### Power grid, run 1

The bar under the picture is 50 µm long. Pins as bars on the die edge. Tap cells in grey.
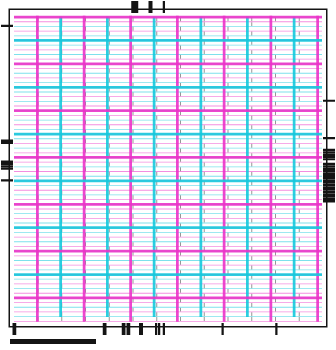
### Cell classes on the final placement, run 1

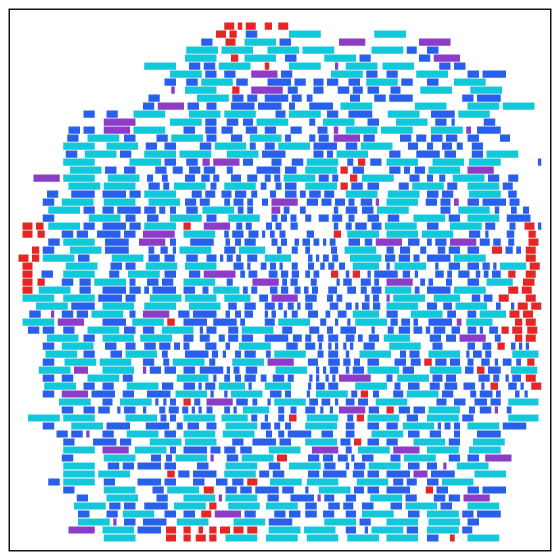
### Clock wires, drivers and flops, run 1

The bar under the picture is 50 µm long.
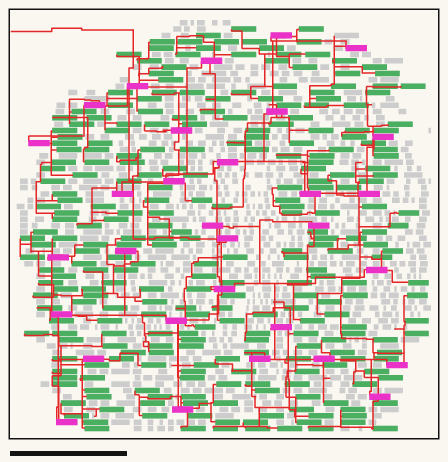
$ cat config.mk
export PLATFORM = sky130hd
export DESIGN_NAME = xillybus_mem_port_flat
export DESIGN_NICKNAME = d
export VERILOG_FILES = /design/src/rtl/xillybus_mem_pkg.sv /design/src/rtl/xillybus_mem_port_if.sv /design/src/rtl/xillybus_tdp_ram.sv /design/src/rtl/xillybus_mem_port.sv /design/src/flat_wrapper.sv
export SDC_FILE = /design/constraint.sdc
export NUM_CORES = 1
export LEC_CHECK = 0
export CAP_MARGIN = 0
export CELL_PAD_IN_SITES_DETAIL_PLACEMENT = 1
export CELL_PAD_IN_SITES_GLOBAL_PLACEMENT = 1
export CORE_MARGIN = 2
export CORE_UTILIZATION = 52
export DETAILED_ROUTE_END_ITERATION = 8
export PLACE_DENSITY = 0.87
export SYNTH_ARGS = -nofsm -noshare
export SYNTH_HDL_FRONTEND = slang
export SYNTH_SLANG_ARGS = --single-unit
$ cat constraint.sdc
create_clock -name bus_clk -period 5.8 [get_ports bus_clk]
set_input_delay 1.16 -clock bus_clk [delete_from_list [all_inputs] [get_ports bus_clk]]
set_output_delay 1.16 -clock bus_clk [all_outputs]
set_load 0.02 [all_outputs]
$ cat src/rtl/xillybus_mem_pkg.sv
// Shared sizing defaults and range helpers for the Xillybus seekable memory endpoint.
// The end-of-range address is the last word that a non-wrapping host pointer can reach.
package xillybus_mem_pkg;

  localparam int DEF_DATA_W = 8;
  localparam int DEF_ADDR_W = 5;

  function automatic int depth(input int addr_w);
    return 1 << addr_w;
  endfunction

  function automatic int last_addr(input int addr_w);
    return depth(addr_w) - 1;
  endfunction

  localparam int DEF_LAST_ADDR = last_addr(DEF_ADDR_W);

endpackage

$ cat src/rtl/xillybus_mem_port_if.sv
// Host stream pair, seek channel and fabric-side local port of the memory endpoint.
// The slave modport is the endpoint. The master modport is the core or the user logic that drives it.
interface xillybus_mem_port_if
  import xillybus_mem_pkg::*;
#(
  parameter int DATA_W = DEF_DATA_W,
  parameter int ADDR_W = DEF_ADDR_W
) ();

  logic              user_w_mem_wren;
  logic [DATA_W-1:0] user_w_mem_data;
  logic              user_w_mem_full;
  logic              user_w_mem_open;
  logic              user_r_mem_rden;
  logic [DATA_W-1:0] user_r_mem_data;
  logic              user_r_mem_empty;
  logic              user_r_mem_eof;
  logic              user_r_mem_open;
  logic [ADDR_W-1:0] user_mem_addr;
  logic              user_mem_addr_update;
  logic              loc_en;
  logic              loc_we;
  logic [ADDR_W-1:0] loc_addr;
  logic [DATA_W-1:0] loc_wdata;
  logic [DATA_W-1:0] loc_rdata;

  modport slave (
    input  user_w_mem_wren, user_w_mem_data, user_w_mem_open,
    input  user_r_mem_rden, user_r_mem_open,
    input  user_mem_addr, user_mem_addr_update,
    input  loc_en, loc_we, loc_addr, loc_wdata,
    output user_w_mem_full, user_r_mem_data, user_r_mem_empty, user_r_mem_eof,
    output loc_rdata
  );

  modport master (
    output user_w_mem_wren, user_w_mem_data, user_w_mem_open,
    output user_r_mem_rden, user_r_mem_open,
    output user_mem_addr, user_mem_addr_update,
    output loc_en, loc_we, loc_addr, loc_wdata,
    input  user_w_mem_full, user_r_mem_data, user_r_mem_empty, user_r_mem_eof,
    input  loc_rdata
  );

endinterface

$ cat src/rtl/xillybus_tdp_ram.sv
// True dual-port, read-first, single-clock RAM. Port A serves the host and port B serves the local side.
// The read registers have an async reset. The array itself is never reset.
module xillybus_tdp_ram
  import xillybus_mem_pkg::*;
#(
  parameter int DATA_W = DEF_DATA_W,
  parameter int ADDR_W = DEF_ADDR_W
) (
  input  logic              clk,
  input  logic              rst_n,
  input  logic              a_en_i,
  input  logic              a_we_i,
  input  logic [ADDR_W-1:0] a_addr_i,
  input  logic [DATA_W-1:0] a_wdata_i,
  output logic [DATA_W-1:0] a_rdata_o,
  input  logic              b_en_i,
  input  logic              b_we_i,
  input  logic [ADDR_W-1:0] b_addr_i,
  input  logic [DATA_W-1:0] b_wdata_i,
  output logic [DATA_W-1:0] b_rdata_o
);

  localparam int DEPTH = depth(ADDR_W);

  logic [DATA_W-1:0] mem_q [DEPTH];
  logic [DATA_W-1:0] a_rdata_q;
  logic [DATA_W-1:0] b_rdata_q;

  // NOTE: the array stays out of the reset domain so it maps onto block RAM; contents survive rst_n.
  always_ff @(posedge clk) begin
    if (b_we_i) mem_q[b_addr_i] <= b_wdata_i;
    if (a_we_i) mem_q[a_addr_i] <= a_wdata_i;
  end

  // NOTE: non-blocking reads sample the pre-edge array, which gives read-first behaviour on both ports.
  always_ff @(posedge clk or negedge rst_n) begin
    if (!rst_n) begin
      a_rdata_q <= '0;
      b_rdata_q <= '0;
    end else begin
      if (a_en_i) a_rdata_q <= mem_q[a_addr_i];
      if (b_en_i) b_rdata_q <= mem_q[b_addr_i];
    end
  end

  assign a_rdata_o = a_rdata_q;
  assign b_rdata_o = b_rdata_q;

endmodule

$ cat src/rtl/xillybus_mem_port.sv
// Seekable Xillybus memory endpoint. One host pointer is shared by the read and write streams.
// An optional end-of-range stop raises EOF/full, and a concurrent local port accesses the same RAM.
module xillybus_mem_port
  import xillybus_mem_pkg::*;
#(
  parameter int DATA_W = DEF_DATA_W,
  parameter int ADDR_W = DEF_ADDR_W,
  parameter int WRAP   = 1
) (
  input  logic               bus_clk,
  input  logic               bus_rst_n,
  xillybus_mem_port_if.slave bus
);

  localparam logic [ADDR_W-1:0] LAST_ADDR = ADDR_W'(last_addr(ADDR_W));

  logic [ADDR_W-1:0] ptr_q, ptr_d;
  logic              at_end_q, at_end_d;
  logic              r_open_q, w_open_q;
  logic              end_flag;
  logic              seek;
  logic              host_wr;
  logic              host_rd;
  logic              file_close;
  logic              loc_wr;

  assign end_flag   = (WRAP != 0) ? 1'b0 : at_end_q;
  assign seek       = bus.user_mem_addr_update;
  assign host_wr    = !seek && bus.user_w_mem_wren && !end_flag;
  assign host_rd    = !seek && bus.user_r_mem_rden && !end_flag;
  assign file_close = (r_open_q && !bus.user_r_mem_open) || (w_open_q && !bus.user_w_mem_open);

  // A local write that hits the word the host is writing this cycle is dropped, so the host data wins.
  assign loc_wr = bus.loc_en && bus.loc_we && !(host_wr && (bus.loc_addr == ptr_q));

  // NOTE: defaults first so every path assigns ptr_d/at_end_d and no latch is inferred.
  always_comb begin
    ptr_d    = ptr_q;
    at_end_d = at_end_q;
    if (seek) begin
      ptr_d    = bus.user_mem_addr;
      at_end_d = 1'b0;
    end else if (host_wr || host_rd) begin
      if ((WRAP == 0) && (ptr_q == LAST_ADDR)) at_end_d = 1'b1;
      else                                     ptr_d    = ptr_q + 1'b1;
    end
    if (file_close) at_end_d = 1'b0;
  end

  always_ff @(posedge bus_clk or negedge bus_rst_n) begin
    if (!bus_rst_n) begin
      ptr_q    <= '0;
      at_end_q <= 1'b0;
      r_open_q <= 1'b0;
      w_open_q <= 1'b0;
    end else begin
      ptr_q    <= ptr_d;
      at_end_q <= at_end_d;
      r_open_q <= bus.user_r_mem_open;
      w_open_q <= bus.user_w_mem_open;
    end
  end

  xillybus_tdp_ram #(
    .DATA_W (DATA_W),
    .ADDR_W (ADDR_W)
  ) u_ram (
    .clk       (bus_clk),
    .rst_n     (bus_rst_n),
    .a_en_i    (host_rd),
    .a_we_i    (host_wr),
    .a_addr_i  (ptr_q),
    .a_wdata_i (bus.user_w_mem_data),
    .a_rdata_o (bus.user_r_mem_data),
    .b_en_i    (bus.loc_en),
    .b_we_i    (loc_wr),
    .b_addr_i  (bus.loc_addr),
    .b_wdata_i (bus.loc_wdata),
    .b_rdata_o (bus.loc_rdata)
  );

  assign bus.user_r_mem_empty = end_flag;
  assign bus.user_r_mem_eof   = end_flag;
  assign bus.user_w_mem_full  = end_flag;

endmodule
$ cat src/flat_wrapper.sv
// flat-port wrapper written by rule: the top's interface ports become plain ports
module xillybus_mem_port_flat import xillybus_mem_pkg::*;
#(
  parameter int DATA_W = DEF_DATA_W,
  parameter int ADDR_W = DEF_ADDR_W,
  parameter int WRAP   = 1
)
  (bus_clk, bus_rst_n, bus_user_w_mem_wren, bus_user_w_mem_data, bus_user_w_mem_open, bus_user_r_mem_rden, bus_user_r_mem_open, bus_user_mem_addr, bus_user_mem_addr_update, bus_loc_en, bus_loc_we, bus_loc_addr, bus_loc_wdata, bus_user_w_mem_full, bus_user_r_mem_data, bus_user_r_mem_empty, bus_user_r_mem_eof, bus_loc_rdata);
  xillybus_mem_port_if #(.DATA_W(DATA_W), .ADDR_W(ADDR_W)) bus_i ();
  input  logic bus_clk;
  input  logic bus_rst_n;
  input wire logic [$bits(bus_i.user_w_mem_wren)-1:0] bus_user_w_mem_wren;
  input wire logic [$bits(bus_i.user_w_mem_data)-1:0] bus_user_w_mem_data;
  input wire logic [$bits(bus_i.user_w_mem_open)-1:0] bus_user_w_mem_open;
  input wire logic [$bits(bus_i.user_r_mem_rden)-1:0] bus_user_r_mem_rden;
  input wire logic [$bits(bus_i.user_r_mem_open)-1:0] bus_user_r_mem_open;
  input wire logic [$bits(bus_i.user_mem_addr)-1:0] bus_user_mem_addr;
  input wire logic [$bits(bus_i.user_mem_addr_update)-1:0] bus_user_mem_addr_update;
  input wire logic [$bits(bus_i.loc_en)-1:0] bus_loc_en;
  input wire logic [$bits(bus_i.loc_we)-1:0] bus_loc_we;
  input wire logic [$bits(bus_i.loc_addr)-1:0] bus_loc_addr;
  input wire logic [$bits(bus_i.loc_wdata)-1:0] bus_loc_wdata;
  output wire logic [$bits(bus_i.user_w_mem_full)-1:0] bus_user_w_mem_full;
  output wire logic [$bits(bus_i.user_r_mem_data)-1:0] bus_user_r_mem_data;
  output wire logic [$bits(bus_i.user_r_mem_empty)-1:0] bus_user_r_mem_empty;
  output wire logic [$bits(bus_i.user_r_mem_eof)-1:0] bus_user_r_mem_eof;
  output wire logic [$bits(bus_i.loc_rdata)-1:0] bus_loc_rdata;
  assign bus_i.user_w_mem_wren = bus_user_w_mem_wren;
  assign bus_i.user_w_mem_data = bus_user_w_mem_data;
  assign bus_i.user_w_mem_open = bus_user_w_mem_open;
  assign bus_i.user_r_mem_rden = bus_user_r_mem_rden;
  assign bus_i.user_r_mem_open = bus_user_r_mem_open;
  assign bus_i.user_mem_addr = bus_user_mem_addr;
  assign bus_i.user_mem_addr_update = bus_user_mem_addr_update;
  assign bus_i.loc_en = bus_loc_en;
  assign bus_i.loc_we = bus_loc_we;
  assign bus_i.loc_addr = bus_loc_addr;
  assign bus_i.loc_wdata = bus_loc_wdata;
  assign bus_user_w_mem_full = bus_i.user_w_mem_full;
  assign bus_user_r_mem_data = bus_i.user_r_mem_data;
  assign bus_user_r_mem_empty = bus_i.user_r_mem_empty;
  assign bus_user_r_mem_eof = bus_i.user_r_mem_eof;
  assign bus_loc_rdata = bus_i.loc_rdata;
  xillybus_mem_port #(.DATA_W(DATA_W), .ADDR_W(ADDR_W), .WRAP(WRAP)) u_core (.bus_clk(bus_clk), .bus_rst_n(bus_rst_n), .bus(bus_i));
endmodule
==> Changelog: implementation, run 1 <==
### Changed

- Adder Area Share: 0.00298
- Dpl cell area: approximately 17,000 µm²
- Port Buffer Count: 48
- Hold worst-path end: u_core.u_ram.a_rdata_o[0]
- Dominant cell type by area after synthesis: edfxtp_1
- Iter 0 DRT Violations: 2,121
- Die area: 33,700 µm²
- Yosys simple share: 0.0700
- Largest net degree at the start of global routing: about 57
- Yosys warning count: 0
- Leakage power: 6.12 nW
- CP endpoint kind: flop
- Distinct lib cells: roughly 60
- Int Pwr: 3.88 mW
- Clk sinks: 277
- Xor/xnor share: 0.00470
- Layout Nets: between 1,000 and 1,500
- Synth Instances: 1,211
- Fmax: 0.246 GHz
- Post-Syn Area: roughly 17,000 µm²
- Gate power share: 0.170
- Tool Warnings: 31
- Post-synth ARST share: 0.0758
- Setup TNS: 0 ns
- TritonCTS Buffers: 31
- Synth cell count leaders: 263 x mux2_2, 256 x edfxtp_1, 112 x mux2i_1, 71 x o22ai_1, 65 x mux4_2
- Final WL: 59,600 µm
- Crit path launch: bus_loc_addr[4]
- Worst reg2reg startpoint: u_core.ptr_q[2]
- RR Endpoint: u_core.u_ram.mem_q[2][5]
- Most common cell in the synthesized netlist: mux2_2
- Area fraction in mux cells: 0.336
- Worst Setup Start Kind: input pin
- Fin crit share: 0.700
- Switching Fraction: 0.275
- Worst setup path end: u_core.u_ram.mem_q[2][5]
- CP required: around 6.0 ns
- Pre-antenna DRT Iters: 6
- Number of cells on the worst reg-to-reg path: 5
- DR WL/cell: 36.4 µm
- Slew HR: 0.320
- IO Count: 54
- Antenna-violating nets left: 0
- Hold_buf cts: 0
- Post-route DRC: 0
- CP delay by family, top: simple AND/OR/NAND/NOR gates
- Initial antenna violation count: 1
- Post-CTS Setup Inserts: 0
- Yosys chip area: roughly 17,000 µm²
- CP max stage cell: o22ai_1
- Commonest flop: edfxtp_1
- Post_cts resized: 0
- Overall power: 5.35 mW
- GRT Total Usage: 0.356
- Worst hold path class: reg -> reg
- Layout area overhead: 10.5%
- HP Start: u_core.u_ram.a_rdata_o[0]
- Layout cells sized above 1: 0.371
- RSZ-0062 raised after global routing: no
- Largest cells by area: edfxtp_1 46%, mux2_2 18%, mux4_2 8.7%
- Crit Path Category: in -> reg
- Buf/Inv on CP: 2
- CTS Buffer Depth: 3
- CTS tree: yes
- Final Hold Vio Count: 0
- Root Buffer: clkbuf_16
- Worst-Margin Slew: slightly above 1 ns
- HPWL after DPL: about 39,000 µm
- Sequential Power Share: 0.434
- FP Util: 0.530
- Hold Path Depth: 1
- Crit path DAT: 4.25 ns
- First-pass GRT wire length: 87,100 µm
- Final slew viol count: 0
- Clock share of power: 0.396
- PwrDens: between 200 and 300 nW/µm²
- Sw power: about 1.5 mW
- Crit Path Max Fanout: 28
- Crit-path cells: clkdlybuf4s50_1, buf_4, xor2_1, nor4_1, and3_1, or4b_1, o22ai_1
- Ys flops: roughly 280
- Vias in the first global route: approximately 13,000
- Vias per cell: 7.52
- Max Cap Viol: 0
- Outcome: finished, final reports clean
- FF-to-FF setup slack: 2.14 ns
- Via count: around 12,000
- Final min period: 4.06 ns
- Final setup violation count: 0
- Post-synth EDFFs: between 200 and 300
- Remaining Overflow, GRT: 0
- Clock slew seen by the registers of the worst setup and hold paths: roughly 0.070 ns
- CP peak stage delay: roughly 0.92 ns
About 'Power grid':
[VDD] cyan
[VSS] magenta
met4 straps: 13
tap cells: 402
signal pins: 54
rows: 65
met5 straps: 13
peak supply drop: 229 µV
die span in y: 184 µm
Die Wd: 184 µm
core area: 31,600 µm²

About 'Cell classes on the final placement':
[registers] cyan | cells: 277 | share of their area: 46%
[remaining logic cells] blue | cells: 812 | share of their area: 44%
[clock drivers and dummy loads] purple | cells: 58 | share of their area: 5.9%
[remaining buffers and delay cells] red | cells: 89 | share of their area: 4.3%
post-route cell area: 18,500 µm²
Core Util, Final: 0.586
num rows: 65
Seq area share: 0.443

About 'Clock wires, drivers and flops':
[clock wires] red | length: 3,830 µm
[flip-flops] green | count: 277
[clock-net drivers] magenta | count: 31
routed clock nets: 32
clk pwr: 2.12 mW
skew final: 0.0279 ns
Worst-Skew Late Latency: 0.60 ns

==> run 1: kinds of logic after synthesis <==
kind of cell             after synthesis
adder cells (fa/ha/maj)                4
multiplexers                         448
buffers and inverters                132
other                                  1
AND/OR/NAND/NOR                      192
AND-OR/OR-AND                        148
flip-flops                           277
XOR/XNOR                               9
==> run 1: routing by layer <==
metal | up-vias | track usage | wire length (µm)
met5 | - | 0 | 15
met4 | 2 | 0.182 | 3590
met3 | 230 | 0.0816 | 7140
met2 | 996 | 0.556 | 27300
met1 | 6301 | 0.469 | 21500
li1 | 4801 | - | -
==> run 1: worst register-to-register path, cell delays in order, from the launching register on <==
cell and delay [ns]:
dfrtp_1 0.93, xor2_1 0.21, nor4_1 0.07, and3_1 0.23, or4b_1 0.90, o22ai_1 0.92
==> run 1: layout by cell type (no fill, tap or decap), types with 6 or more instances in the layout <==
cell / netlist / routed
clkdlybuf4s50_1: 0 / 43
a22oi_1: 9 / 9
nor2_1: 29 / 29
dfrtp_1: 21 / 19
xor2_1: 6 / 6
edfxtp_1: 256 / 256
nand3_1: 13 / 13
clkbuf_1: 62 / 11
nand2b_1: 6 / 6
mux4_2: 65 / 65
nor2_4: 15 / 15
nand3b_1: 6 / 6
buf_4: 15 / 41
mux2_1: 8 / 8
a31oi_1: 13 / 13
nor2_2: 17 / 17
nor2b_1: 8 / 8
mux2_2: 263 / 263
nand2_1: 35 / 35
nor4_1: 12 / 12
and3_1: 6 / 6
a21oi_1: 6 / 6
o22ai_1: 71 / 71
bufinv_16: 0 / 6
clkbuf_16: 0 / 31
nor3_1: 9 / 9
inv_1: 8 / 8
o21ai_0: 17 / 17
mux2i_1: 112 / 112
==> run 1: through the flow <==
stage	hold WS, ns	instances	utilization	setup slack, ns
5_1_grt	0.530	1638	0.586	1.66
6_report	0.499	1639	0.586	1.74
4_1_cts	0.501	1638	0.586	1.79
3_5_place_dp	0.487	1580	0.552	1.21
3_3_place_gp	0.494	1580	0.552	1.36
2_1_floorplan	0.609	1213	-	2.63
==> run 1: layout make-up <==
class	instances	area, µm²
antenna	1	2.50
clock buffer	44	845
clock inverter	14	224
fill	2986	13100
inverter	8	30.0
multi-input combinational	804	7940
sequential	277	8220
tap	402	503
timing repair buffer	89	769
==> run 1: power groups by stage <==
stage	sequential, mW	clock [mW]	combinational (mW)
finish	2.32	2.12	0.910
global route	2.32	2.19	0.934
floorplan	2.33	0	0.569
detailed placement	2.36	0	0.867
global placement	2.35	0	0.840
CTS	2.32	2.11	0.878
==> run 1: state kept, by name (all words and copies together) (netlist names) <==
| signal | count |
|---|---|
| u_core.u_ram.a_rdata_o | 8 |
| u_core.u_ram.mem_q | 256 |
| u_core.ptr_q | 5 |
| u_core.u_ram.b_rdata_o | 8 |
==> run 1 -> run 2 <==
Settings changed: CORE_UTILIZATION 52 to 47, PLACE_DENSITY 0.87 to 0.83.
Clock period 5.8 ns to 3.4 ns, I/O delays scaled along.
### The clock network, run 2

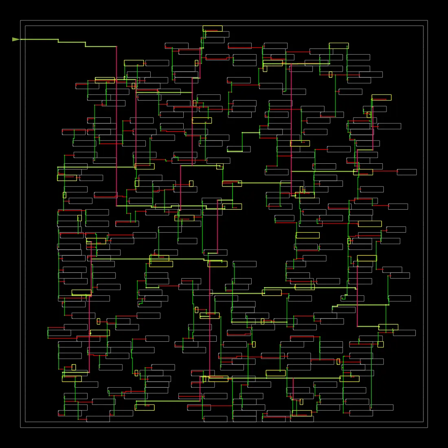
skew final: 0.0120 ns
TritonCTS Buffers: 31

==> run 2 against run 1 <==
Compared with the run above: hold slack lost 0.0018 ns; register-to-register slack lost 1.8 ns; largest power group unchanged; count of clock-buffer cells in the layout down 7; clock power is 56% higher; combinational power up 85%; clock skew is 0.016 ns lower.
==> Changelog: implementation, run 2 <==
### Changed

- Setup TNS: 0 ns (unchanged)
- Sw power: 2.51 mW (+70%)
- Final slew viol count: 0 (unchanged)
- Tool Warnings: 31 (unchanged)
- Worst Setup Start Kind: input pin
- CP max stage cell: o22ai_1
- Commonest flop: edfxtp_1
- Placed instance count: 1,691 (+7.0%)
- Antenna-violating nets left: 0 (unchanged)
- Vias in the first global route: 12,734 (+1.8%)
- Post-synth seq share: 0.489
- # fillers: 3,474 (+16%)
- Die Wd: 193 µm (+5.1%)
- Slew HR: 0.258 (-0.0620)
- Die area: 37,200 µm² (+10%)
- Iter 0 DRT Violations: 1,738 (-18%)
- Peak supply drop: 594 µV (+160%)
- Post-synth ARST share: 0.0758 (unchanged)
- Pre-CTS setup slack: -0.278 ns (-1.49 ns)
- CP delay by family, top: simple AND/OR/NAND/NOR gates
- N_diodes: 0 (-1)
- Switching Fraction: 0.283 (+0.00720)
- FP Util: 0.474 (-0.0563)
- Pre-antenna DRT Iters: 5 (-1)
- Vias per cell: 6.99 (-7.1%)
- Worst-Margin Slew: 1.08 ns (+0.0620 ns)
- Via count: 12,213 (-0.95%)
- Overall power: 8.88 mW (+66%)
- Outcome: finished, final reports clean
- Dominant cell type by area after synthesis: edfxtp_1
- Max Cap Viol: 0 (unchanged)
- PwrDens: 468 nW/µm² (+62%)
- Worst-Skew Late Latency: 0.58 ns (-0.02 ns)
- Layout Nets: 1,302 (+4.2%)
- Final Hold Vio Count: 0 (unchanged)
- Post-synth EDFFs: 256 (unchanged)
- Clock share of power: 0.373 (-0.023)
- Yosys warning count: 0 (unchanged)
- Dpl cell area: 18,000 µm² (+3.0%)
- Core Util, Final: 0.536 (-0.0502)
- Initial antenna violation count: 1 (unchanged)
- Port Buffer Count: 48 (unchanged)
- Final WL: 60,800 µm (+2.1%)
- Most common cell in the synthesized netlist: mux2_2
- IO Count: 54 (unchanged)
- Yosys chip area: 16,800 µm² (unchanged)
- Leakage power: 6.33 nW (+3.5%)
- Final setup violation count: 0 (unchanged)
- Max reg flops: 256 (unchanged)
- Post_cts resized: 0 (unchanged)
- Crit path DAT: 3.32 ns (-0.93 ns)
- Post-route DRC: 0 (unchanged)
- DR WL/cell: 34.8 µm (-4.3%)
- Tightest hold margin: 0.498 ns (-0.00180 ns)
- Largest register by flop count: u_core.u_ram.mem_q
- HPWL after DPL: 40,500 µm (+5.2%)
- Post-CTS Setup Inserts: 0 (unchanged)
- CP peak stage delay: 0.74 ns (-0.18 ns)
- Number of cells on the worst reg-to-reg path: 6 (+1)
- Post-route cell area: 19,000 µm² (+2.3%)
- Fmax: 0.320 GHz
- Crit Path Max Fanout: 8 (-71%)
- Commonest Layout Cell: mux2_2
- Root Buffer: clkbuf_16
- Core area: 35,400 µm² (+12%)
- Gate power share: 0.189 (+0.019)
- Most frequent cells in the layout: 263 x mux2_2, 256 x edfxtp_1, 112 x mux2i_1, 89 x buf_4, 71 x o22ai_1
- GRT Total Usage: 0.330 (-0.0268)
- Sequential Power Share: 0.439 (+0.005)
- Clk sinks: 277 (unchanged)
- CTS tree: yes
- Synth cell count leaders: 263 x mux2_2, 256 x edfxtp_1, 112 x mux2i_1, 71 x o22ai_1, 65 x mux4_2
- RSZ-0062 raised after global routing: no
- Layout area overhead: 13.0%
- Crit-path cells: clkdlybuf4s50_1, xor2_1, nor4_1, and3_1, or4b_1, buf_4, o22ai_1
- Largest cells by area: edfxtp_1 46%, mux2_2 18%, mux4_2 8.7%
- CTS Buffer Depth: 3 (unchanged)
- Hold_buf cts: 0 (unchanged)
- CP endpoint kind: flop
- Int Pwr: 6.37 mW (+64%)
- Largest net degree at the start of global routing: 92 (+61%)
- Clock slew seen by the registers of the worst setup and hold paths: 0.06 ns (about the same)
- Remaining Overflow, GRT: 0 (unchanged)
- Buf/Inv on CP: 2 (unchanged)
- First-pass GRT wire length: 87,700 µm (+0.66%)
- Num rows: 69 (+6.2%)
- Layout cells sized above 1: 0.392 (+0.0210)
- Distinct lib cells: 59 (unchanged)
- Finished Layout Cells: 1,748 (+6.7%)
- CP required: 3.60 ns (-2.39 ns)
- Worst path depth: 7
- Slack of the critical path: 0.279 ns (-1.46 ns)
- Fin crit share: 0.918
- Worst hold path class: in -> async
- Post-Syn Area: 16,800 µm² (unchanged)
run 2: cell counts after synthesis:
Identical to the previous run, type by type.
run 2: layout make-up:
class	count	area [µm²]	share of cell area
Clock buffer	37	798	0.0421
Tap cell	461	577	0.0304
Timing Repair Buffer	141	1220	0.0646
Multi-Input combinational cell	804	7940	0.419
Sequential cell	277	8220	0.433
Inverter	8	30.0	0.00158
Clock inverter	20	170	0.00897
run 2: cell families (layout without fill, tap and decap cells):
kind of cell    count (synthesis)  in the layout  share of synthesized area
buf+inv                       132            206                     0.0375
xor+xnor                        9              9                    0.00470
simple gates                  192            192                     0.0700
flops                         277            277                      0.489
compound gates                148            148                     0.0591
mux                           448            448                      0.336
other cells                     1              3                   0.000223
fa+ha+maj                       4              4                    0.00298
run 2: worst register-to-register path, stage by stage (launching register included):
cell     delay, ns
dfrtp_4       0.51
xor2_1        0.18
nor4_1        0.08
and3_1        0.25
or4b_1        0.64
buf_4         0.23
o22ai_1       0.74
run 2: path summary, 6_finish.rpt:
path | from | to | slack [ns]
setup / recovery | bus_loc_addr[2] | u_core.u_ram.mem_q[9][3] | 0.28
max in group asynchronous | bus_rst_n | u_core.ptr_q[0] | 2.61
min in group bus_clk | u_core.u_ram.a_rdata_o[0] | u_core.u_ram.a_rdata_o[0] | 0.50
setup reg to reg | u_core.ptr_q[1] | u_core.u_ram.mem_q[9][3] | 0.39
hold reg to reg | u_core.u_ram.a_rdata_o[0] | u_core.u_ram.a_rdata_o[0] | 0.50
hold / removal | bus_rst_n | u_core.ptr_q[1] | 0.50
run 2: power groups by stage:
stage	Clock, mW	Sequential [mW]	Combinational [mW]
global placement	0	3.96	1.57
CTS	3.33	3.89	1.63
finish	3.31	3.89	1.68
detailed placement	0	3.96	1.62
floorplan	0	3.97	0.970
global route	3.45	3.90	1.72
run 2: metal layers:
| metal | vias to the layer above | global-route usage | routed length (µm) |
|---|---|---|---|
| met4 | 2 | 0.169 | 3680 |
| met5 | - | 0 | 10 |
| met2 | 844 | 0.546 | 28800 |
| met3 | 214 | 0.0659 | 6130 |
| met1 | 6245 | 0.412 | 22200 |
| li1 | 4908 | - | - |
Power is estimated from default activity; no workload was simulated.
